**src/rtl/rsa_pkg.sv**
```systemverilog
// Shared types for the systolic-array output drain: drain FSM states and
// the scan-order constants sampled with start.
package rsa_pkg;

  typedef enum logic [1:0] {
    IDLE  = 2'd0,
    DRAIN = 2'd1,
    FLUSH = 2'd2
  } drain_state_t;

  localparam logic ROW_MAJOR = 1'b0;
  localparam logic COL_MAJOR = 1'b1;

endpackage

```
**src/rtl/rsa_row_fifo.sv**
```systemverilog
// First-word-fall-through row FIFO. A write to a full FIFO is dropped
// (flagged on ovf) unless a pop frees a slot in the same cycle.
module rsa_row_fifo
  import rsa_pkg::*;
#(
  parameter int WIDTH      = 8,
  parameter int DEPTH      = 4,
  parameter int ADDR_WIDTH = 2
) (
  input  logic             clk,
  input  logic             sys_rst,
  input  logic             wr_en,
  input  logic             rd_en,
  input  logic [WIDTH-1:0] din,
  output logic [WIDTH-1:0] dout,
  output logic             full,
  output logic             empty,
  output logic             ovf
);

  logic [WIDTH-1:0]      mem [DEPTH];
  logic [ADDR_WIDTH-1:0] wr_ptr;
  logic [ADDR_WIDTH-1:0] rd_ptr;
  logic [ADDR_WIDTH:0]   count;
  logic                  wr_ok;
  logic                  rd_ok;

  function automatic logic [ADDR_WIDTH-1:0] next_ptr(input logic [ADDR_WIDTH-1:0] p);
    return (p == ADDR_WIDTH'(DEPTH - 1)) ? '0 : p + 1'b1;
  endfunction

  assign full  = (count == (ADDR_WIDTH + 1)'(DEPTH));
  assign empty = (count == '0);
  assign rd_ok = rd_en && !empty;
  assign wr_ok = wr_en && (!full || rd_ok);
  assign ovf   = wr_en && full && !rd_ok;
  assign dout  = mem[rd_ptr];

  always_ff @(posedge clk) begin
    if (wr_ok) mem[wr_ptr] <= din;
  end

  always_ff @(posedge clk) begin
    if (sys_rst) begin
      wr_ptr <= '0;
      rd_ptr <= '0;
      count  <= '0;
    end else begin
      if (wr_ok) wr_ptr <= next_ptr(wr_ptr);
      if (rd_ok) rd_ptr <= next_ptr(rd_ptr);
      case ({wr_ok, rd_ok})
        2'b10:   count <= count + 1'b1;
        2'b01:   count <= count - 1'b1;
        default: count <= count;
      endcase
    end
  end

endmodule

```
**src/rtl/rsa_out_collector.sv**
```systemverilog
// Output drain for the systolic array: X row FIFOs feeding one registered
// valid/ready stream in row-major or column-major order.
module rsa_out_collector
  import rsa_pkg::*;
#(
  parameter int X          = 3,
  parameter int Y          = 3,
  parameter int OUT_LEN    = 8,
  parameter int DEPTH      = 4,
  parameter int ADDR_WIDTH = 2
) (
  input  logic                 clk,
  input  logic                 sys_rst,
  input  logic [X-1:0]         row_val,
  input  logic [X*OUT_LEN-1:0] row_data,
  input  logic                 start,
  input  logic                 mode_col,
  input  logic                 clr_err,
  output logic                 out_val,
  output logic [OUT_LEN-1:0]   out_data,
  output logic                 out_last,
  input  logic                 out_rdy,
  output logic                 busy,
  output logic                 done,
  output logic [X-1:0]         ovf_err
);

  localparam int RW = (X > 1) ? $clog2(X) : 1;
  localparam int CW = (Y > 1) ? $clog2(Y) : 1;
  localparam int BW = (X * Y > 1) ? $clog2(X * Y) : 1;

  drain_state_t        state;
  drain_state_t        state_next;
  logic                mode_q;
  logic [RW-1:0]       row_sel;
  logic [CW-1:0]       col_sel;
  logic [BW-1:0]       beat_cnt;
  logic [X-1:0]        fifo_empty;
  logic [X-1:0]        fifo_full;
  logic [X-1:0]        fifo_ovf;
  logic [X-1:0]        fifo_rd;
  logic [OUT_LEN-1:0]  fifo_dout [X];
  logic                pop;
  logic                last_pop;

  for (genvar i = 0; i < X; i++) begin : g_row
    assign fifo_rd[i] = pop && (row_sel == RW'(i));
    rsa_row_fifo #(
      .WIDTH      (OUT_LEN),
      .DEPTH      (DEPTH),
      .ADDR_WIDTH (ADDR_WIDTH)
    ) u_fifo (
      .clk     (clk),
      .sys_rst (sys_rst),
      .wr_en   (row_val[i]),
      .rd_en   (fifo_rd[i]),
      .din     (row_data[OUT_LEN*i +: OUT_LEN]),
      .dout    (fifo_dout[i]),
      .full    (fifo_full[i]),
      .empty   (fifo_empty[i]),
      .ovf     (fifo_ovf[i])
    );
  end

  // Only the row under the index may feed the output; an empty row stalls the drain.
  assign pop      = (state == DRAIN) && (!out_val || out_rdy) && !fifo_empty[row_sel];
  assign last_pop = pop && (beat_cnt == BW'(X * Y - 1));
  assign busy     = (state != IDLE);

  always_comb begin
    state_next = state;
    case (state)
      IDLE:    if (start) state_next = DRAIN;
      DRAIN:   if (last_pop) state_next = FLUSH;
      FLUSH:   if (out_val && out_rdy) state_next = IDLE;
      default: state_next = IDLE;
    endcase
  end

  // Indices are kept zero-based internally and wrap so they always address a real row.
  always_ff @(posedge clk) begin
    if (sys_rst) begin
      state    <= IDLE;
      mode_q   <= ROW_MAJOR;
      row_sel  <= '0;
      col_sel  <= '0;
      beat_cnt <= '0;
      out_val  <= 1'b0;
      out_data <= '0;
      out_last <= 1'b0;
      done     <= 1'b0;
    end else begin
      state <= state_next;
      done  <= (state == FLUSH) && out_val && out_rdy;
      if ((state == IDLE) && start) begin
        mode_q   <= mode_col;
        row_sel  <= '0;
        col_sel  <= '0;
        beat_cnt <= '0;
      end else if (pop) begin
        beat_cnt <= beat_cnt + 1'b1;
        if (mode_q == COL_MAJOR) begin
          if (row_sel == RW'(X - 1)) begin
            row_sel <= '0;
            col_sel <= (col_sel == CW'(Y - 1)) ? '0 : col_sel + 1'b1;
          end else begin
            row_sel <= row_sel + 1'b1;
          end
        end else begin
          if (col_sel == CW'(Y - 1)) begin
            col_sel <= '0;
            row_sel <= (row_sel == RW'(X - 1)) ? '0 : row_sel + 1'b1;
          end else begin
            col_sel <= col_sel + 1'b1;
          end
        end
      end
      if (pop) begin
        out_val  <= 1'b1;
        out_data <= fifo_dout[row_sel];
        out_last <= last_pop;
      end else if (out_rdy) begin
        out_val  <= 1'b0;
        out_last <= 1'b0;
      end
    end
  end

  // clr_err has priority over a same-cycle overflow.
  always_ff @(posedge clk) begin
    if (sys_rst) begin
      ovf_err <= '0;
    end else begin
      assert (!(|(fifo_ovf & ~fifo_full)));
      if (clr_err) ovf_err <= '0;
      else         ovf_err <= ovf_err | fifo_ovf;
    end
  end

endmodule

```
**config.mk**
```make
export PLATFORM = sky130hd
export DESIGN_NAME = rsa_out_collector
export DESIGN_NICKNAME = d
export VERILOG_FILES = /design/src/rtl/rsa_pkg.sv /design/src/rtl/rsa_row_fifo.sv /design/src/rtl/rsa_out_collector.sv
export SDC_FILE = /design/constraint.sdc
export NUM_CORES = 1
export LEC_CHECK = 0
export ABC_CLOCK_PERIOD_IN_PS = 5340
export CORE_ASPECT_RATIO = 1.2
export CORE_UTILIZATION = 62
export CTS_BUF_LIST = sky130_fd_sc_hd__clkbuf_16
export CTS_CLUSTER_SIZE = 20
export DETAILED_ROUTE_END_ITERATION = 8
export PLACE_DENSITY = 0.9
export SYNTH_ARGS = -nofsm -noshare
export SYNTH_HDL_FRONTEND = slang
export SYNTH_SLANG_ARGS = --single-unit
```
**constraint.sdc**
```tcl
create_clock -name clk -period 5.34 [get_ports clk]
set_clock_uncertainty 0.05 [all_clocks]
set_input_delay 1.068 -clock clk [delete_from_list [all_inputs] [get_ports clk]]
set_output_delay 1.068 -clock clk [all_outputs]
set_load 0.05 [all_outputs]
```
Run 1, register map, names as in the netlist:
Scale: 4 px per µm. Other sequential cells in the stronger grey, the rest of the logic in the fainter grey.
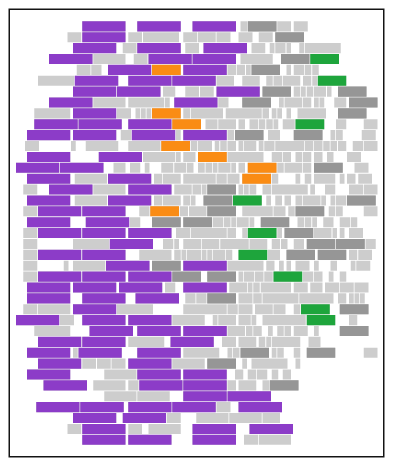
Key: g_row.u_fifo.mem = purple [flops 96]; out_data = orange [flops 8]; g_row.u_fifo.count = green [flops 9]
Another 35 sequential cells are not coloured.
seq pwr: 0.00137 W
Reg area: 3920 µm²

Run 1, metal layers overlaid:
Scale: 3 px per µm. Only two layers are drawn.
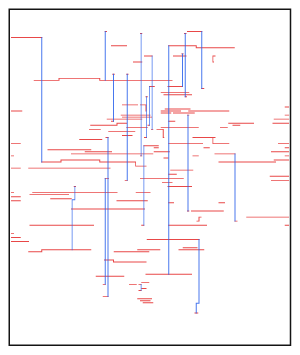
Key: metal 3 = red [wire length 856 µm]; metal 4 = blue [wire length 547 µm]
WL final: 13.1 mm
vias: 3919
Total GRT Usage: 27.5%
drt wl/cell: 21.3 µm

Run 1, cell placement:
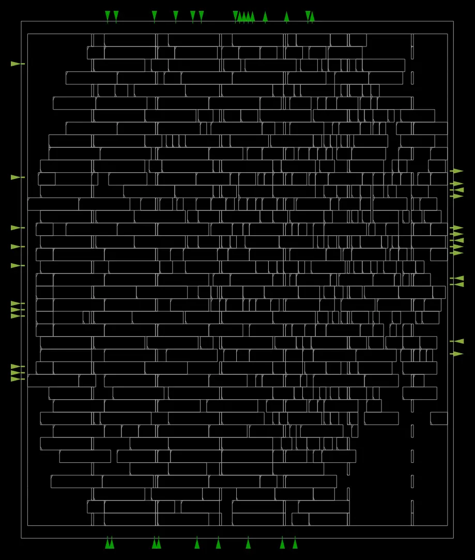
Tap Count: 123
Core Util, Final: 75.9%
sequential share of cell area: 53.7%
FILL cells: 512
seq_cells: 148

==> impl_metrics.ini, run 1 <==
; flow metrics
[worst_setup_path]
worst_r2r_startpoint = row_sel[0]$_SDFFE_PP0P_
cp-end-kind = register
critPathCapture = g_row[0].u_fifo.count[2]$_SDFFE_PP0P_
crit_buf_inv = 3
cp_top_family = simple AND/OR/NAND/NOR gates
criticalPathCategory = input port to register
cpMostUsedCell = inv_1
path_depth = 11
crit_chain = clkdlybuf4s50_1 -> nor2b_1 -> o311a_4 -> nor2_1 -> inv_1 -> ha_1 -> inv_1 -> fa_1 -> xor2_1 -> or3_1 -> a21oi_1
worstSetupStartpointType = input port
r2r_slack_ns = 2.22
reg2reg_to = g_row[1].u_fifo.count[2]$_SDFFE_PP0P_
slowest_stage = nor2b_1
crit_path_start = out_rdy

[timing]
post-route-min-period_ns = 3.83
setup_ws_ns = 1.51
rsz0062_at_grt = no
setup_viol = 0
final.period_utilization_pct = 71.7
slew_headroom_pct = 29.3
holdWs_ns = 0.430

[final_layout]
lay_top_count = edfxtp_1
n_all_buffers = 48
drive_gt1_share_pct = 12.8
clk_share_pct = 7.76
comb-cell-share_pct = 28.7
inv_count = 23
most-common-layout-cells = 96 x edfxtp_1, 52 x dfxtp_1, 47 x clkdlybuf4s50_1
syn_to_final_growth_pct = 17.8
dominant_cells = flip-flops and latches
antennaDiodeCount = 0
layout.cells.non_filler = 614
combGateArea_um2 = 2090
comb_cells = 240
buffer_area_share_pct = 6.55

[clock_network]
cts_tree = yes
post_cts_resized = 0
htree_levels = 4
cts.sinks = 148
cts.hold.buffers_added = 0
clk_path_buf_depth = 2
root_buffer = clkbuf_16
cts_buffers = 17
cts_setup_buffers = 0

[floorplan]
fp_util_pct = 64.5
chip_area_um2 = 10400
rows = 39
core_area_um2 = 9610
io_pins = 48

[synthesis]
ys_cells = 431
syn-cell-area_um2 = 6200
synth_top_area_share_pct = 46.5
synth.cellmix.simpleShare_pct = 9.18
ys_ff = 148
ys.warnings.count = 0
xor_share_pct = 0.848
area_leaders = edfxtp_1 47%, dfxtp_1 17%, mux4_2 8.7%, ha_1 4.0%, a21oi_1 2.3%
synth_nets = 487

[drt]
drc_errors = 0
wl_met1_mm = 4.96
drtPass1Iterations = 5
postRouteAntennaNets = 0

[worst_hold_path]
hp-class = register to register
min_from = col_sel[0]$_SDFFE_PP0P_
min_to = col_sel[0]$_SDFFE_PP0P_

[pwr]
comb_power_w = 0.000487
leakagePower_nw = 2.50
p_comb_share_pct = 16.3
p_sw_share_pct = 27.7
power.density_nw_per_um2 = 410
seqPwrFrac_pct = 45.8
p_int_w = 0.00216

[grt]
busiest_layer = met2
grt_pass1_vias = 4000
met2_usage_pct = 45.4
grt_use_met1_pct = 32.8
grt_antenna_before_repair = 0
grt.met3_usage_pct = 7.65

[status]
run_status = completed

[placement]
port_buffers = 47
dp.cells = 582
place_area_um2 = 6730

[flow_run]
warnings = 36
max_cap_viol_count = 0
## run 1: cells in the mapped netlist, types with 11 or more instances
cell      instances
ha_1             20
inv_1            23
o21ai_0          12
nor2_1           28
mux2i_1          11
edfxtp_1         96
mux4_2           24
dfxtp_1          52
a21oi_1          28
nand2_1          15
## run 1: cells by family after synthesis
family / after synthesis
AND/OR/NAND/NOR: 104
multiplexers: 35
adder cells (fa/ha/maj): 23
AND-OR/OR-AND: 72
flip-flops: 148
buffers and inverters: 43
XOR/XNOR: 6
## run 1: registers in the layout, summed over array words and instances, names as in the netlist, 2 cells and up, named ones only
register / flops
ovf_err: 3
g_row.u_fifo.count: 9
state: 2
g_row.u_fifo.wr_ptr: 6
g_row.u_fifo.rd_ptr: 6
g_row.u_fifo.mem: 96
col_sel: 2
beat_cnt: 4
row_sel: 2
out_data: 8
Run 1, nets reached from selected ports:
Scale: 4 px per µm.
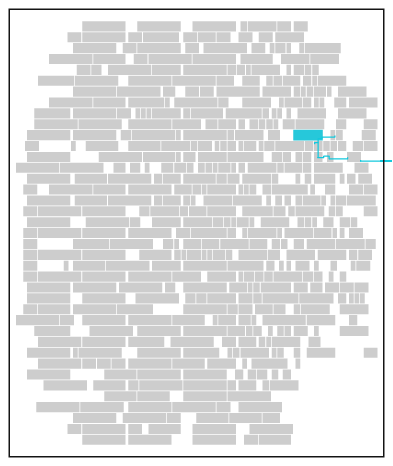

==> inputs of run 2 (changes only) <==
--- a/config.mk
+++ b/config.mk
@@ -5,13 +5,13 @@
 export SDC_FILE = /design/constraint.sdc
 export NUM_CORES = 1
 export LEC_CHECK = 0
-export ABC_CLOCK_PERIOD_IN_PS = 5340
+export ABC_CLOCK_PERIOD_IN_PS = 3100
 export CORE_ASPECT_RATIO = 1.2
-export CORE_UTILIZATION = 62
+export CORE_UTILIZATION = 52
 export CTS_BUF_LIST = sky130_fd_sc_hd__clkbuf_16
 export CTS_CLUSTER_SIZE = 20
 export DETAILED_ROUTE_END_ITERATION = 8
-export PLACE_DENSITY = 0.9
+export PLACE_DENSITY = 0.81
 export SYNTH_ARGS = -nofsm -noshare
 export SYNTH_HDL_FRONTEND = slang
 export SYNTH_SLANG_ARGS = --single-unit
==> constraint.sdc (replaced) <==
create_clock -name clk -period 3.1 [get_ports clk]
set_clock_uncertainty 0.05 [all_clocks]
set_input_delay 0.62 -clock clk [delete_from_list [all_inputs] [get_ports clk]]
set_output_delay 0.62 -clock clk [all_outputs]
set_load 0.05 [all_outputs]
Run 2, nets reached from selected ports:
Scale: 4 px per µm.
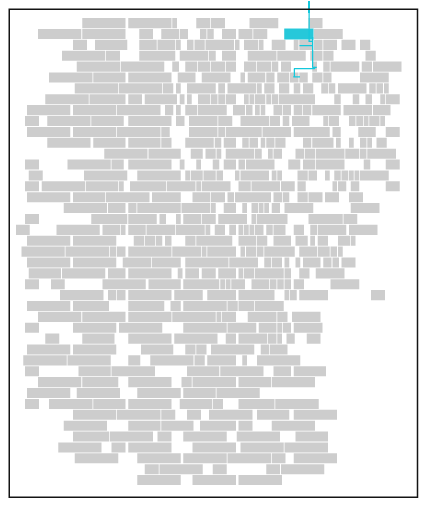
Key: out_val = cyan [direction output, edge north, end cells 1, buffers 1, wire 29.2 µm]
IO Port Bufs: 47
io pins: 48

Run 2, signal metal coverage by tile:
Scale: 3 px per µm. The die is cut into 20 by 24 equal tiles; dark blue is low, red is high, scaled to the fullest tile. Values are wire area over tile area, all layers added.
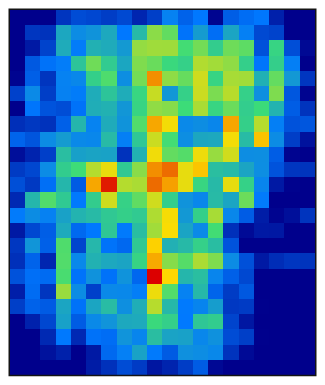
The fullest tile reaches 0.53. 19% of the tiles are over half the peak. The mean over all tiles is 0.16.

==> run 2 against run 1 <==
Design area rose by 4.3%. Synthesized cell count did not move. Clock power increased by 89%. Non-clock buffer count increased by 21. Combinational power grew 79%. Register-to-register slack got worse by 1.8 ns. Synthesized area did not move. Flip-flop count did not move. Global-route usage fell by 5.5 points. Highest routed layer unchanged.
==> impl_metrics.ini, run 2 <==
; flow metrics
[status]
run_status = completed

[clock_network]
worstSkewPairLatency_ns = 0.42
cts_setup_buffers = 0
cts_tree = yes
cts_buffers = 17
root_buffer = clkbuf_16
clk_pin_slew_ns = 0.06
post_cts_resized = 0
clk_path_buf_depth = 2
htree_levels = 4
cts.sinks = 148
cts.hold.buffers_added = 0

[grt]
grt_antenna_before_repair = 0
grt.met3_usage_pct = 4.25
busiest_layer = met2
grt_use_met1_pct = 27.3
grt_pass1_vias = 3883
grt_max_degree = 24
grt-ovfl-total = 0
met2_usage_pct = 36.3
track_usage_pct = 22.0
grt_pass1_wl_mm = 19.7

[worst_setup_path]
cp-end-kind = register
r2r_cells = 9
critPathCapture = g_row[2].u_fifo.count[2]$_SDFFE_PP0P_
r2r_slack_ns = 0.43
worstPathMaxFanout = 4
reg2reg_to = g_row[2].u_fifo.count[2]$_SDFFE_PP0P_
criticalPathCategory = input port to register
worstSetupStartpointType = input port
worst_r2r_startpoint = state[1]$_SDFFE_PP0P_
crit_path_start = out_rdy
cp_data_arrival_time_ns = 3.11
cp_data_required_time_ns = 3.40

[synthesis]
largest_area_cell = edfxtp_1
synthMuxAreaShare_pct = 10.5
yosys_area_um2 = 6200
top_cells_by_count = 96 x edfxtp_1, 52 x dfxtp_1, 28 x a21oi_1, 28 x nor2_1, 24 x mux4_2
yosys.stat.seqShare_pct = 63.3
synth_top_cell_by_count = edfxtp_1
ff_type = edfxtp_1
ys_ff = 148
ys.warnings.count = 0
ys_cells = 431
syn_inst = 431
xor_share_pct = 0.848
area_leaders = edfxtp_1 47%, dfxtp_1 17%, mux4_2 8.7%, ha_1 4.0%, a21oi_1 2.3%
ys_types = 49
edf_count = 96
syn-cell-area_um2 = 6200
async_reset_ff_share_pct = 0
synth.cellmix.simpleShare_pct = 9.18
synth_nets = 487
synth_top_area_share_pct = 46.5
aoi_share_pct = 8.22
synth_adder_area_share_pct = 5.01
logic_family = multiplexers
avgSynthCellArea_um2 = 14.4

[final_layout]
lay_top_count = edfxtp_1
final_nets = 555
largest_register = g_row.u_fifo.mem
layout.cells.non_filler = 669
syn_to_final_growth_pct = 22.9
utilization_pct = 65.9
ff_latch_area_um2 = 3920
fillers = 789
most-common-layout-cells = 96 x edfxtp_1, 52 x dfxtp_1, 47 x clkdlybuf4s50_1
reg_top3 = g_row.u_fifo.mem: 96 flops, g_row.u_fifo.count: 9 flops, out_data: 8 flops
antennaDiodeCount = 0
combGateArea_um2 = 2090
drive_gt1_share_pct = 17.2
design_area_um2 = 7620
largest_register_ff_count = 96

[drt]
drtPass1Iterations = 4
met2WireLength_mm = 6.43
dr_total_vias = 3787
drtIter0Drc = 285
vias_per_cell = 5.66
drc_errors = 0
wl_met3_um = 487
wl_met1_mm = 4.96
postRouteAntennaNets = 0
wl_mm = 12.3
highest_layer = met4
routedWlPerCell_um = 18.4

[flow_run]
warnings = 36
max_cap_viol_count = 0

[floorplan]
chip_area_um2 = 12400
core_area_um2 = 11600
die_h_um = 122
fp_util_pct = 53.6
rows = 43
die_w_um = 102

[worst_hold_path]
min_from = col_sel[0]$_SDFFE_PP0P_
min_to = col_sel[0]$_SDFFE_PP0P_
whs_path_depth = 2
hp-class = register to register

[timing]
holdWs_ns = 0.434
max_freq_ghz = 0.355
drv_slew = 0
post-route-min-period_ns = 2.82
hold_viol_final = 0
setup_ws_ns = 0.284
slew_headroom_pct = 45.0
setup_viol = 0
finalSetupTns_ns = 0
rsz0062_at_grt = no
final.period_utilization_pct = 90.9
worstMarginPinSlew_ns = 0.822

[pwr]
power.total_w = 0.00538
power.density_nw_per_um2 = 706
leakagePower_nw = 2.66
vdd_drop_max_uv = 425

[placement]
dp.cells = 637
dp_worst_setup_slack_ns = -0.154
gp_congestion = 0.766
place_area_um2 = 6980
place.detailed.hpwl_mm = 8.50
run 2: power by group:
part           internal [W]  total (W)  switching, W
combinational      0.000357   0.000874      0.000517
clock               0.00135    0.00216      0.000805
sequential          0.00224    0.00235      0.000107
run 2: worst max-delay path, stage by stage:
cell and delay (ns):
clkdlybuf4s50_1 0.49, nor2b_1 0.11, buf_4 0.17, o311a_4 0.37, nor2_1 0.08, inv_1 0.04, ha_1 0.21, fa_1 0.44
xnor2_1 0.14, or3_1 0.30, a21oi_1 0.14
run 2: final cells by class:
cell class	count	area share, %
Clock buffer	17	5.58
Clock inverter	15	2.73
Inverter	23	1.13
Multi-Input combinational cell	240	27.5
Sequential cell	148	51.5
Tap cell	157	2.58
Timing Repair Buffer	69	9.00
Power figures rest on the tool's default switching activity, not on a simulated workload.
